--- src/rtl/instr_fetch_issue.sv ---
// instr_fetch_issue: LUMOS front end.
// Fetches 16-bit instructions over a req/ack memory handshake into a small
// FIFO and presents the decoded head fields through a valid/ready handshake.
// A taken branch flushes the FIFO and redirects the fetch PC. If a request is
// still outstanding when the branch arrives, that request is drained and its
// data thrown away.
// Optional macro ISSUE_PERF_CNT_EN adds the saturating issued_count and
// flush_count outputs.
module instr_fetch_issue #(
  parameter int IW       = 16,
  parameter int AW       = 8,
  parameter int DEPTH    = 4,
  parameter int RESET_PC = 0
) (
  input  logic          clk,
  input  logic          rst,
  output logic          imem_req,
  output logic [AW-1:0] imem_addr,
  input  logic          imem_ack,
  input  logic [IW-1:0] imem_rdata,
  output logic          issue_valid,
  input  logic          issue_ready,
  output logic [2:0]    opcode,
  output logic [2:0]    rs,
  output logic [2:0]    rt,
  output logic [2:0]    rd,
  output logic [6:0]    imm,
  output logic [AW-1:0] issue_pc,
  input  logic          branch_taken,
  input  logic [AW-1:0] branch_target
`ifdef ISSUE_PERF_CNT_EN
  ,
  output logic [15:0]   issued_count,
  output logic [15:0]   flush_count
`endif
);

  localparam int PW = $clog2(DEPTH);
  localparam int CW = PW + 1;

  typedef enum logic [1:0] {
    IDLE,
    REQ,
    FULL,
    DRAIN
  } state_t;

  state_t          state;
  logic [AW-1:0]   fetch_pc;
  logic [AW-1:0]   pc_next_seq;

  logic [IW-1:0]   data_mem [DEPTH];
  logic [AW-1:0]   pc_mem   [DEPTH];
  logic [PW-1:0]   wr_ptr;
  logic [PW-1:0]   rd_ptr;
  logic [CW-1:0]   count;
  logic [CW-1:0]   count_next;

  logic            push;
  logic            pop;
  logic [IW-1:0]   head_instr;
  logic [AW-1:0]   head_pc;

  // A branch cancels both the push and the pop of its cycle.
  assign push        = (state == REQ) && imem_ack && !branch_taken;
  assign pop         = issue_valid && issue_ready && !branch_taken;
  assign issue_valid = (count != '0);
  assign pc_next_seq = fetch_pc + AW'(1);
  assign head_instr  = data_mem[rd_ptr];
  assign head_pc     = pc_mem[rd_ptr];

  // Occupancy after this edge, used to decide whether the FSM must stop fetching.
  always_comb begin
    count_next = count;
    if (branch_taken) begin
      count_next = '0;
    end else begin
      case ({push, pop})
        2'b10:   count_next = count + CW'(1);
        2'b01:   count_next = count - CW'(1);
        default: count_next = count;
      endcase
    end
  end

  // Fetch FSM: owns the request lines and the fetch PC.
  always_ff @(posedge clk) begin
    if (rst) begin
      state     <= IDLE;
      imem_req  <= 1'b0;
      imem_addr <= AW'(RESET_PC);
      fetch_pc  <= AW'(RESET_PC);
    end else begin
      case (state)
        IDLE: begin
          state    <= REQ;
          imem_req <= 1'b1;
          if (branch_taken) begin
            fetch_pc  <= branch_target;
            imem_addr <= branch_target;
          end else begin
            imem_addr <= fetch_pc;
          end
        end

        REQ: begin
          if (branch_taken) begin
            fetch_pc <= branch_target;
            if (imem_ack) begin
              state     <= REQ;
              imem_addr <= branch_target;
            end else begin
              state <= DRAIN;
            end
          end else if (imem_ack) begin
            fetch_pc  <= pc_next_seq;
            imem_addr <= pc_next_seq;
            if (count_next == CW'(DEPTH)) begin
              state    <= FULL;
              imem_req <= 1'b0;
            end
          end
        end

        FULL: begin
          if (branch_taken) begin
            fetch_pc  <= branch_target;
            imem_addr <= branch_target;
            imem_req  <= 1'b1;
            state     <= REQ;
          end else if (pop) begin
            imem_addr <= fetch_pc;
            imem_req  <= 1'b1;
            state     <= REQ;
          end
        end

        DRAIN: begin
          if (branch_taken) begin
            fetch_pc <= branch_target;
          end
          if (imem_ack) begin
            state     <= REQ;
            imem_addr <= branch_taken ? branch_target : fetch_pc;
          end
        end

        default: begin
          state    <= IDLE;
          imem_req <= 1'b0;
        end
      endcase
    end
  end

  // FIFO pointers and occupancy; a branch empties the buffer outright.
  always_ff @(posedge clk) begin
    if (rst) begin
      wr_ptr <= '0;
      rd_ptr <= '0;
      count  <= '0;
    end else if (branch_taken) begin
      wr_ptr <= '0;
      rd_ptr <= '0;
      count  <= '0;
    end else begin
      if (push) begin
        wr_ptr <= wr_ptr + PW'(1);
      end
      if (pop) begin
        rd_ptr <= rd_ptr + PW'(1);
      end
      count <= count_next;
    end
  end

  // FIFO storage holds each instruction together with its fetch address.
  always_ff @(posedge clk) begin
    if (push) begin
      data_mem[wr_ptr] <= imem_rdata;
      pc_mem[wr_ptr]   <= fetch_pc;
    end
  end

  // Head field split; everything reads as zero while the FIFO is empty.
  always_comb begin
    opcode   = '0;
    rs       = '0;
    rt       = '0;
    rd       = '0;
    imm      = '0;
    issue_pc = '0;
    if (issue_valid) begin
      opcode   = head_instr[15:13];
      rs       = head_instr[12:10];
      rt       = head_instr[9:7];
      rd       = head_instr[6:4];
      imm      = head_instr[6:0];
      issue_pc = head_pc;
    end
  end

`ifdef ISSUE_PERF_CNT_EN
  // Saturating event counters for issued instructions and branch flushes.
  always_ff @(posedge clk) begin
    if (rst) begin
      issued_count <= '0;
      flush_count  <= '0;
    end else begin
      if (pop && (issued_count != 16'hFFFF)) begin
        issued_count <= issued_count + 16'd1;
      end
      if (branch_taken && (flush_count != 16'hFFFF)) begin
        flush_count <= flush_count + 16'd1;
      end
    end
  end
`endif

endmodule
--- config.mk ---
export PLATFORM = sky130hd
export DESIGN_NAME = instr_fetch_issue
export DESIGN_NICKNAME = d
export VERILOG_FILES = /design/src/rtl/instr_fetch_issue.sv
export SDC_FILE = /design/constraint.sdc
export NUM_CORES = 1
export LEC_CHECK = 0
export ABC_AREA = 1
export CELL_PAD_IN_SITES_DETAIL_PLACEMENT = 0
export CELL_PAD_IN_SITES_GLOBAL_PLACEMENT = 1
export CORE_ASPECT_RATIO = 0.9
export CORE_UTILIZATION = 30
export CTS_CLUSTER_DIAMETER = 120
export DETAILED_ROUTE_END_ITERATION = 12
export HOLD_SLACK_MARGIN = 0.12
export PLACE_DENSITY = 0.56
export SLEW_MARGIN = 20
export SYNTH_ARGS = -nofsm -noshare
export SYNTH_HDL_FRONTEND = slang
export SYNTH_SLANG_ARGS = --single-unit
--- constraint.sdc ---
create_clock -name clk -period 5.9 [get_ports clk]
set_clock_uncertainty 0.1 [all_clocks]
set_input_delay 0.885 -clock clk [delete_from_list [all_inputs] [get_ports clk]]
set_output_delay 0.885 -clock clk [all_outputs]
set_load 0.05 [all_outputs]
Run 1, metal 2:
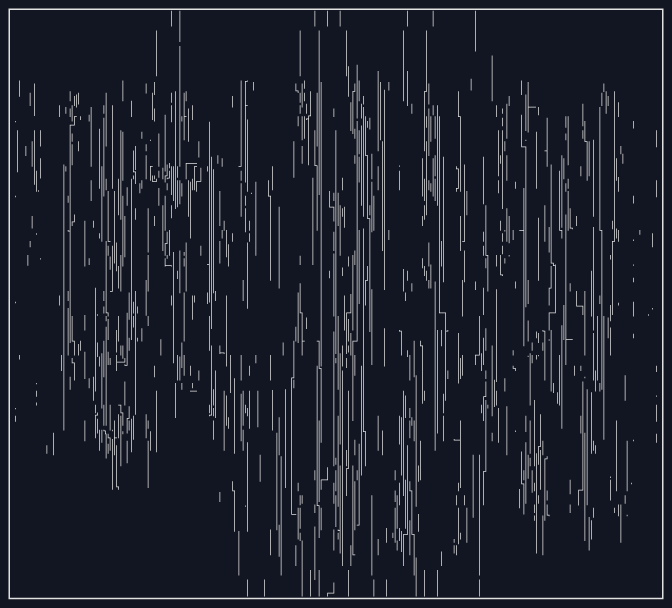
nets with wire on the layer: 438
wire length on this layer: 5,510 µm
share of all routed wire: 45%
main direction: vertical
longest straight run: 61.9 µm
met2 usage: 23.0%
Post-Route WL: 12,300 µm
Vias: 3,693

Run 1, metal layers overlaid:
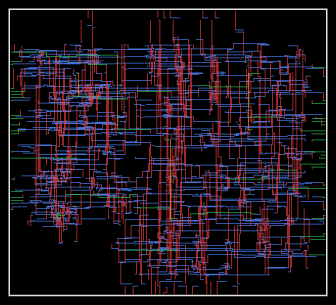
[red] M2 | wire length: 5,510 µm
[blue] M1 | wire length: 6,140 µm
[orange] M4 | wire length: 104 µm
[green] M3 | wire length: 530 µm
routed len/inst: 14.9 µm
GRT Util Overall: 14.5%

Run 1, routing congestion:
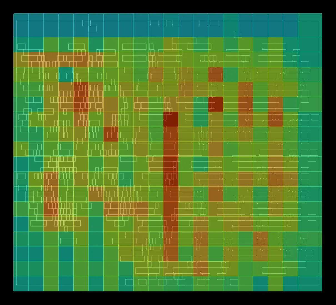
M3 GR Usage: 4.26%
Finished Core Util: 39.8%
grt met1 use: 19.2%
busiest grt layer: met2

==> flow_summary.json, run 1 <==
{
  "clkbuf_count": 17,
  "hold_end": "imem_addr[0]",
  "clkLatencyLatePin_ps": 410,
  "cts-root-buf": "clkbuf_16",
  "clkPwrFrac_pct": 47.0,
  "inverters": 42,
  "wl_met3_um": 529,
  "worst-path-buf-inv": 2,
  "status": "completed",
  "comb_cells": 324,
  "place_congestion": 0.747,
  "final-instance-count-excl-fill": 827,
  "met2_length_um": 5510,
  "maxSlewViolCount": 0,
  "r2r_end": "imem_req",
  "timing.rr.start": "state[0]",
  "power.share.switching_pct": 23.8,
  "warning_count": 29,
  "layout_setup_ws_ps": 1700,
  "postCtsSetupBuffers": 0,
  "p_sw_uw": 530,
  "seq-power_uw": 987,
  "dp_hpwl_um": 7220,
  "taps": 235,
  "hold_slack_ps": 368,
  "final-hold-violation-count": 0,
  "worst_hold_path_type": "flop to flop",
  "syn_inst": 515,
  "m1WireLength_um": 6140,
  "crit_fanout": 49,
  "design_area_um2": 6780,
  "synthesis.nets": 551,
  "regToRegSetupSlack_ps": 3060,
  "core-area_um2": 17100,
  "crit_family": "buffers and inverters",
  "fillers": 1693,
  "peakVddDrop_uv": 222,
  "clk_path_buf_depth": 2,
  "firstDrtPassIters": 4,
  "top_cell_area_share_pct": 54.4,
  "edf_count": 96,
  "grt_pass1_wl_um": 19700,
  "die_width_um": 142,
  "dp.cells": 795,
  "power.leakage_uw": 0.00251,
  "tns_ps": 0,
  "comb_share_pct": 23.5,
  "top_cells_by_count": "119 x nor2_1, 96 x edfxtp_1, 59 x o21ai_0, 51 x nand2_1, 41 x a21oi_1",
  "globalRouteOverflowTotal": 0,
  "first_iter_violations": 201,
  "sh_seq_area_pct": 50.8,
  "topCellsByArea": "edfxtp_1 54%, dfxtp_1 11%, nor2_1 8.4%",
  "relSlewSlack_pct": 31.4,
  "die_area_um2": 18200,
  "ys_seq_elements": 124,
  "xor_share_pct": 1.16,
  "cap_violations": 0,
  "pwr-share-comb_pct": 8.6,
  "io_buffers": 65,
  "comb_area_um2": 1590,
  "path_depth": 4,
  "ys_seq_share_pct": 64.9,
  "fp-row-count": 45,
  "yosysMostFrequentCell": "nor2_1",
  "period_minus_slack_ps": 4200,
  "slowest_delay_ps": 980,
  "yosys_cells": 515,
  "pg_clk_uw": 1050,
  "grt_pass1_vias": 3648,
  "remaining_drc_errors": 0,
  "finalClockPeriodUsage_pct": 71.3,
  "cts_resized": 0,
  "seqPwrFrac_pct": 44.3,
  "required_ps": 4910,
  "crit_slowest_cell": "dfxtp_2",
  "holdBufCountCts": 0,
  "critPathCapture": "opcode[1]",
  "cts_tree": "done",
  "cp-start-kind": "flop",
  "ys_sh_mux_pct": 0,
  "layout.nets": 615,
  "vias_per_cell": 4.47,
  "hold_depth": 2,
  "seq_area_um2": 3440,
  "antennaDiodeCount": 0,
  "drive_above_1_share_pct": 8.95,
  "cts_sinks": 124
}
run 1: cell usage in the layout, fill, tap and decap left out, types with 3 or more instances in the layout:
master,count
o21ai_0,59
o21bai_1,5
edfxtp_1,96
bufinv_16,3
inv_4,3
o211ai_1,3
o21ai_1,5
clkinv_2,4
nand2_1,51
inv_1,35
clkinvlp_4,3
nor3_1,5
buf_4,5
nand3_1,10
inv_2,4
nand4_1,3
a21oi_1,41
dfxtp_1,27
xor2_1,6
clkdlybuf4s50_1,65
ha_1,6
nor2_1,115
nor2_2,5
clkbuf_16,17
nor2_8,3
run 1: state kept, by name (all words and copies together) (netlist names), named ones only:
name       flops
pc_mem        32
rd_ptr         2
state          2
wr_ptr         2
imem_addr      8
fetch_pc       8
imem_req       1
count          3
data_mem      64
Run 1, cell density map:
14 x 13 tiles, from white (low) to dark blue (high), 0 to 100% covered.
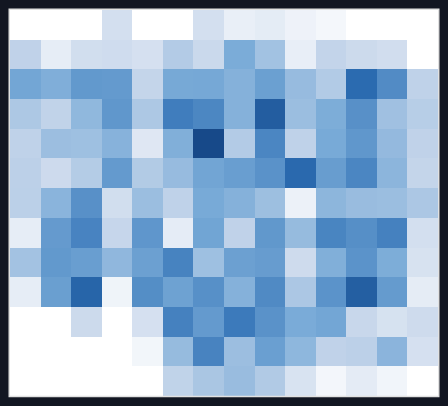

## Run 2: what changed since run 1
- PLACE_DENSITY: 0.56 -> 0.58
- clock period: 5.9 -> 3.55 ns (I/O delays scaled with it)
Run 2, cell density map:
14 x 13 tiles, from white (low) to dark blue (high), 0 to 100% covered.
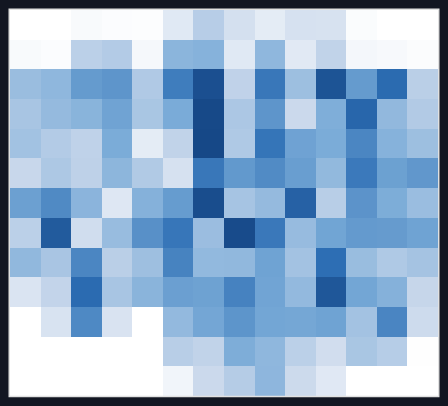
fullest tile: 90%
emptiest ninth of the die: bottom left
mean over tiles: 37%
Finished Core Util: 41.7%
Core Region: 17,100 µm²

Run 2, selected gate families:
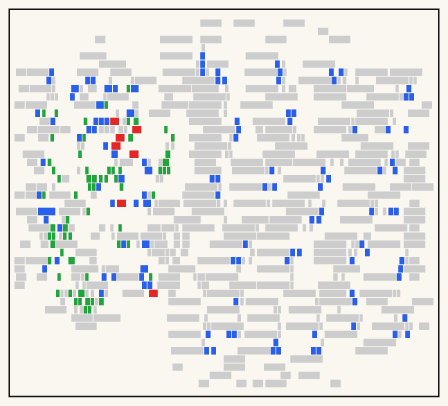
[green] nand cells | cells: 64
[blue] aoi and oai cells | cells: 117 | where: widely spread
[red] xor and xnor cells | cells: 7
combinational fraction of the cell area: 22.4%
dominant logic cell type in the layout: nor2_1
post-route insts no fill: 831

==> run 2 against run 1 <==
Routed wire length shrank 1.3%. Critical path depth grew 9. Clock power grew about 70%. Non-clock buffer count grew 5. Global-route usage shrank 0.20 points. Flip-flop count is the same.
==> flow_summary.json, run 2 <==
{
  "top_cell_area_share_pct": 54.4,
  "grt_max_degree": 49,
  "relSlewSlack_pct": 32.3,
  "final-hold-violation-count": 0,
  "cp-start-kind": "input pin",
  "remaining_drc_errors": 0,
  "crit_slowest_cell": "clkdlybuf4s50_1",
  "ys_seq_elements": 124,
  "m1WireLength_um": 5900,
  "status": "completed",
  "p_total_uw": 3780,
  "cts_resized": 0,
  "worst_hold_path_type": "flop to flop",
  "finalClockPeriodUsage_pct": 79.7,
  "power_leader": "the clock network",
  "grt_pass1_vias": 3698,
  "yosysMostFrequentCell": "nor2_1",
  "p_sw_uw": 869,
  "yosys_cells": 515,
  "worstPathCellList": "clkdlybuf4s50_1 > nor2_8 > inv_4 > nor2_2 > inv_2 > ha_1 > fa_1 > o21ai_0 > nand2_1 > inv_1 > nand2_1 > o21ai_0 > a21oi_1",
  "timing.rr.start": "state[0]",
  "synth.logic.top_family": "simple AND/OR/NAND/NOR gates",
  "pwr-share-comb_pct": 9.3,
  "largest_register_ffs": 64,
  "layout_setup_ws_ps": 719,
  "comb_area_um2": 1590,
  "peakVddDrop_uv": 370,
  "use_met3_pct": 3.70,
  "crit_fanout": 8,
  "ant_nets": 0,
  "required_ps": 3730,
  "fp_util_pct": 31.1,
  "topCellsByArea": "edfxtp_1 54%, dfxtp_1 11%, nor2_1 8.4%",
  "lay_top_cells": "115 x nor2_1, 96 x edfxtp_1, 59 x o21ai_0",
  "top_cells_by_count": "119 x nor2_1, 96 x edfxtp_1, 59 x o21ai_0, 51 x nand2_1, 41 x a21oi_1",
  "areaGrowthSynthToFinish_pct": 34.1,
  "crit_family": "buffers and inverters",
  "antennaDiodeCount": 0,
  "cts_sinks": 124,
  "vias": 3709,
  "r2r_end": "imem_req",
  "fp-row-count": 45,
  "fmax_mhz": 353,
  "path_depth": 13,
  "cts_tree": "done",
  "dp.cells": 800,
  "crit_path_start": "branch_taken",
  "holdBufCountCts": 0,
  "clk_path_buf_depth": 2,
  "h-tree-depth": 4,
  "hold_slack_ps": 369,
  "warning_count": 29,
  "ys_sh_mux_pct": 0,
  "seqPwrFrac_pct": 43.3,
  "ys_seq_share_pct": 64.9,
  "async_flop_share_pct": 0,
  "slowest_delay_ps": 560,
  "rsz0062_at_grt": "no",
  "synth-adder-area-share_pct": 1.79,
  "firstDrtPassIters": 5,
  "design_area_um2": 7110,
  "fillers": 1627,
  "layout.nets": 620,
  "synth_area_um2": 5300,
  "pg_comb_uw": 352,
  "wl_met3_um": 504,
  "grt_pass1_wl_um": 19500,
  "top_layer": "met4",
  "met2_length_um": 5650,
  "reg.largest.list": "data_mem x64, pc_mem x32",
  "io_buffers": 65,
  "setup_violations": 0,
  "gr-usage-met2_pct": 23.0,
  "pg_clk_uw": 1790,
  "dp_slack_ps": 294,
  "synthDistinctLibCells": 30,
  "largest_register": "data_mem",
  "pin_count": 66,
  "ys.flop_type": "edfxtp_1",
  "endpoint_kind": "flop",
  "edf_count": 96,
  "vias_per_cell": 4.46,
  "seq_area_um2": 3440,
  "drive_above_1_share_pct": 14.3,
  "synthesis.nets": 551,
  "grt_busiest_layer": "met2",
  "worst-path-buf-inv": 4,
  "period_minus_slack_ps": 2830,
  "critPathCapture": "imem_req",
  "avgSynthCellArea_um2": 10.3,
  "dp_hpwl_um": 7270,
  "clkTransAtPathRegs_ps": 60,
  "wire_per_inst_um": 14.6,
  "cap_violations": 0,
  "use_met1_pct": 18.5,
  "clkPwrFrac_pct": 47.4,
  "reg2regPathDepth": 15,
  "die_area_um2": 18200,
  "cts-root-buf": "clkbuf_16",
  "power.leakage_uw": 0.00268,
  "grt_use_total_pct": 14.3,
  "xor_share_pct": 1.16,
  "die_width_um": 142,
  "regToRegSetupSlack_ps": 750,
  "first_iter_violations": 157,
  "synthAoiAreaFrac_pct": 11.9,
  "tns_ps": 0,
  "simple_gate_share_pct": 15.1,
  "intPower_uw": 2910,
  "seq-power_uw": 1640,
  "syn_inst": 515,
  "power.share.switching_pct": 23.0,
  "clkLatencyLatePin_ps": 410,
  "globalRouteOverflowTotal": 0,
  "maxSlewViolCount": 0,
  "postCtsSetupBuffers": 0,
  "routed_wl_um": 12100,
  "place_congestion": 0.788
}
-- run 2: cell counts after synthesis --
No cell type changed its count.
-- run 2: worst min path at each step --
| stage | slack [ps] | to | cells after the start | from |
|---|---|---|---|---|
| final | 370 | imem_addr[1] | 2 | imem_addr[1] |
| after global routing | 390 | imem_addr[1] | 2 | imem_addr[1] |
| after CTS | 370 | imem_addr[1] | 2 | imem_addr[1] |
| after detailed placement | 360 | imem_addr[1] | 2 | imem_addr[1] |
| after global placement | 360 | imem_addr[0] | 2 | imem_addr[0] |
| after floorplan | 360 | flop | 1 | rd_ptr[0] |
-- run 2: final cells by class --
type,count,area share [%]
sequential,124,48.4
clock inverter,14,2.73
clock buffer,17,5.98
multi-input combinational,324,22.4
inverter,42,2.32
timing repair buffer,75,14.0
tap,235,4.13
Run 2, routing congestion:
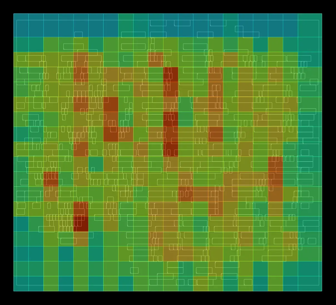

## Run 3: what changed since run 2
- clock period: 3.55 -> 2.3 ns (I/O delays scaled with it)
Run 3, routing congestion:
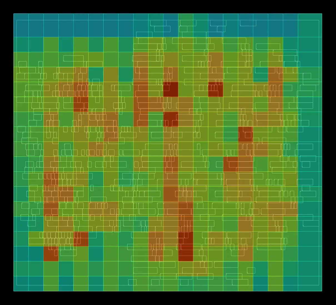
grt met1 use: 19.4%
Finished Core Util: 43.9%

Run 3, metal layers overlaid:
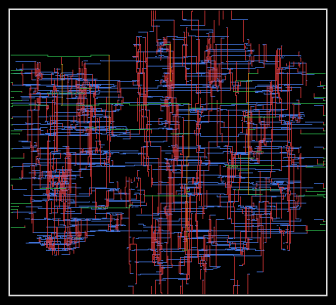
[blue] M1 | wire length: 5,990 µm
[red] M2 | wire length: 5,640 µm
[green] M3 | wire length: 528 µm
[orange] M4 | wire length: 189 µm
Vias: 3,875
routed len/inst: 14.3 µm
GRT Util Overall: 14.5%
Post-Route WL: 12,300 µm

==> run 3 against run 2 <==
The flow now finishes with violations (setup timing). Utilization grew 2.2 points. Routed wire length grew 1.8%. Synthesized cell count is the same. First-iteration DRC count grew 35%. Clock power grew 34%. Sequential power grew 54%. Critical path type is now flop to flop. Highest routed layer unchanged.
==> flow_summary.json, run 3 <==
{
  "timing.rr.start": "state[0]",
  "seqPwrFrac_pct": 45.6,
  "synth_area_um2": 5300,
  "cts_resized": 10,
  "m1WireLength_um": 5990,
  "largest_register_ffs": 64,
  "crit_slowest_cell": "dfxtp_4",
  "die_area_um2": 18200,
  "avgSynthCellArea_um2": 10.3,
  "grt_pass1_vias": 3709,
  "r2r_end": "state[0]",
  "gr-usage-met2_pct": 22.5,
  "crit_fanout": 4,
  "critPathCapture": "state[0]",
  "bufAreaShareNonClock_pct": 17.5,
  "layout.nets": 650,
  "seq_area_um2": 3450,
  "finalClockPeriodUsage_pct": 101,
  "clkLatencyLatePin_ps": 410,
  "postCtsSetupBuffers": 3,
  "setup_violations": 2,
  "dominant-cell-class": "sequential cells",
  "cts-root-buf": "clkbuf_16",
  "place_congestion": 0.790,
  "nNonClkBuffers": 105,
  "design_area_um2": 7490,
  "top_layer": "met4",
  "holdBufCountCts": 0,
  "pwr-share-comb_pct": 11.0,
  "crit_family": "simple AND/OR/NAND/NOR gates",
  "synth-adder-area-share_pct": 1.79,
  "tns_ps": -29.3,
  "ys.flop_type": "edfxtp_1",
  "peakVddDrop_uv": 502,
  "globalRouteOverflowTotal": 0,
  "hold_slack_ps": 368,
  "grt_pass1_wl_um": 19700,
  "dp.cells": 819,
  "drive_above_1_share_pct": 22.3,
  "synthDistinctLibCells": 30,
  "lay_top_cells": "112 x nor2_1, 96 x edfxtp_1, 50 x nand2_1",
  "status": "finished, violations left",
  "ys_seq_elements": 124,
  "fp-row-count": 45,
  "endpoint_kind": "flop",
  "final-instance-count-excl-fill": 862,
  "comb_cells": 324,
  "first_iter_violations": 212,
  "warning_count": 31,
  "synth.logic.top_family": "simple AND/OR/NAND/NOR gates",
  "power.leakage_uw": 0.00281,
  "cts_tree": "done",
  "simple_gate_share_pct": 15.1,
  "inverters": 42,
  "violations": "setup timing",
  "syn_inst": 515,
  "clkPwrFrac_pct": 43.4,
  "ant_nets": 0,
  "met2_length_um": 5640,
  "cap_violations": 0,
  "slowest_delay_ps": 370,
  "crit_path_start": "state[0]",
  "worst_hold_path_type": "flop to flop",
  "grt_busiest_layer": "met2",
  "top_cells_by_count": "119 x nor2_1, 96 x edfxtp_1, 59 x o21ai_0, 51 x nand2_1, 41 x a21oi_1",
  "maxSlewViolCount": 0,
  "layout_setup_ws_ps": -26.6,
  "wl_met3_um": 527,
  "dp_slack_ps": -399,
  "reg2regPathDepth": 19,
  "power.share.switching_pct": 24.2,
  "largest_register": "data_mem",
  "worst-path-buf-inv": 4,
  "intPower_uw": 4200,
  "taps": 235,
  "sh_seq_area_pct": 46.0,
  "worstPathCellList": "inv_6 > nor2_8 > inv_4 > nor2_8 > inv_4 > nor2_4 > inv_2 > ha_4 > fa_2 > nand2_2 > nand2_1 > nor2_1 > nor2_1 > nor2_1 > nand2_1 > nand2_1 > nand2_1 > nand2_1 > a21oi_1",
  "die_width_um": 142,
  "use_met3_pct": 3.92,
  "synthAoiAreaFrac_pct": 11.9,
  "path_depth": 19,
  "fillers": 1613,
  "regToRegSetupSlack_ps": -30,
  "p_total_uw": 5540,
  "comb_area_um2": 1730,
  "yosys_cells": 515,
  "p_sw_uw": 1340,
  "core-area_um2": 17100,
  "reg.largest.list": "data_mem x64, pc_mem x32",
  "fp_util_pct": 31.1,
  "pin_count": 66,
  "h-tree-depth": 4,
  "async_flop_share_pct": 0,
  "antennaDiodeCount": 0
}
## run 3: cell counts after synthesis
No cell type changed its count.
## run 3: power groups by stage
| stage | registers, µW | logic [µW] | clock network, µW |
|---|---|---|---|
| detailed placement | 2570 | 583 | 0 |
| global route | 2540 | 657 | 2550 |
| global placement | 2570 | 583 | 0 |
| floorplan | 2620 | 269 | 0 |
| CTS | 2530 | 589 | 2470 |
| finish | 2530 | 609 | 2400 |
## run 3: worst min path at each step
stage,start,endpoint,slack (ps),cells past startpoint
finish,imem_addr[1],imem_addr[1],370,2
floorplan,imem_rdata[0],data_mem[0][0],340,0
CTS,imem_addr[1],imem_addr[1],370,2
global route,imem_addr[1],imem_addr[1],390,2
detailed placement,imem_addr[1],imem_addr[1],360,2
global placement,imem_addr[1],imem_addr[1],360,2
Power and IR drop assume default switching activity.
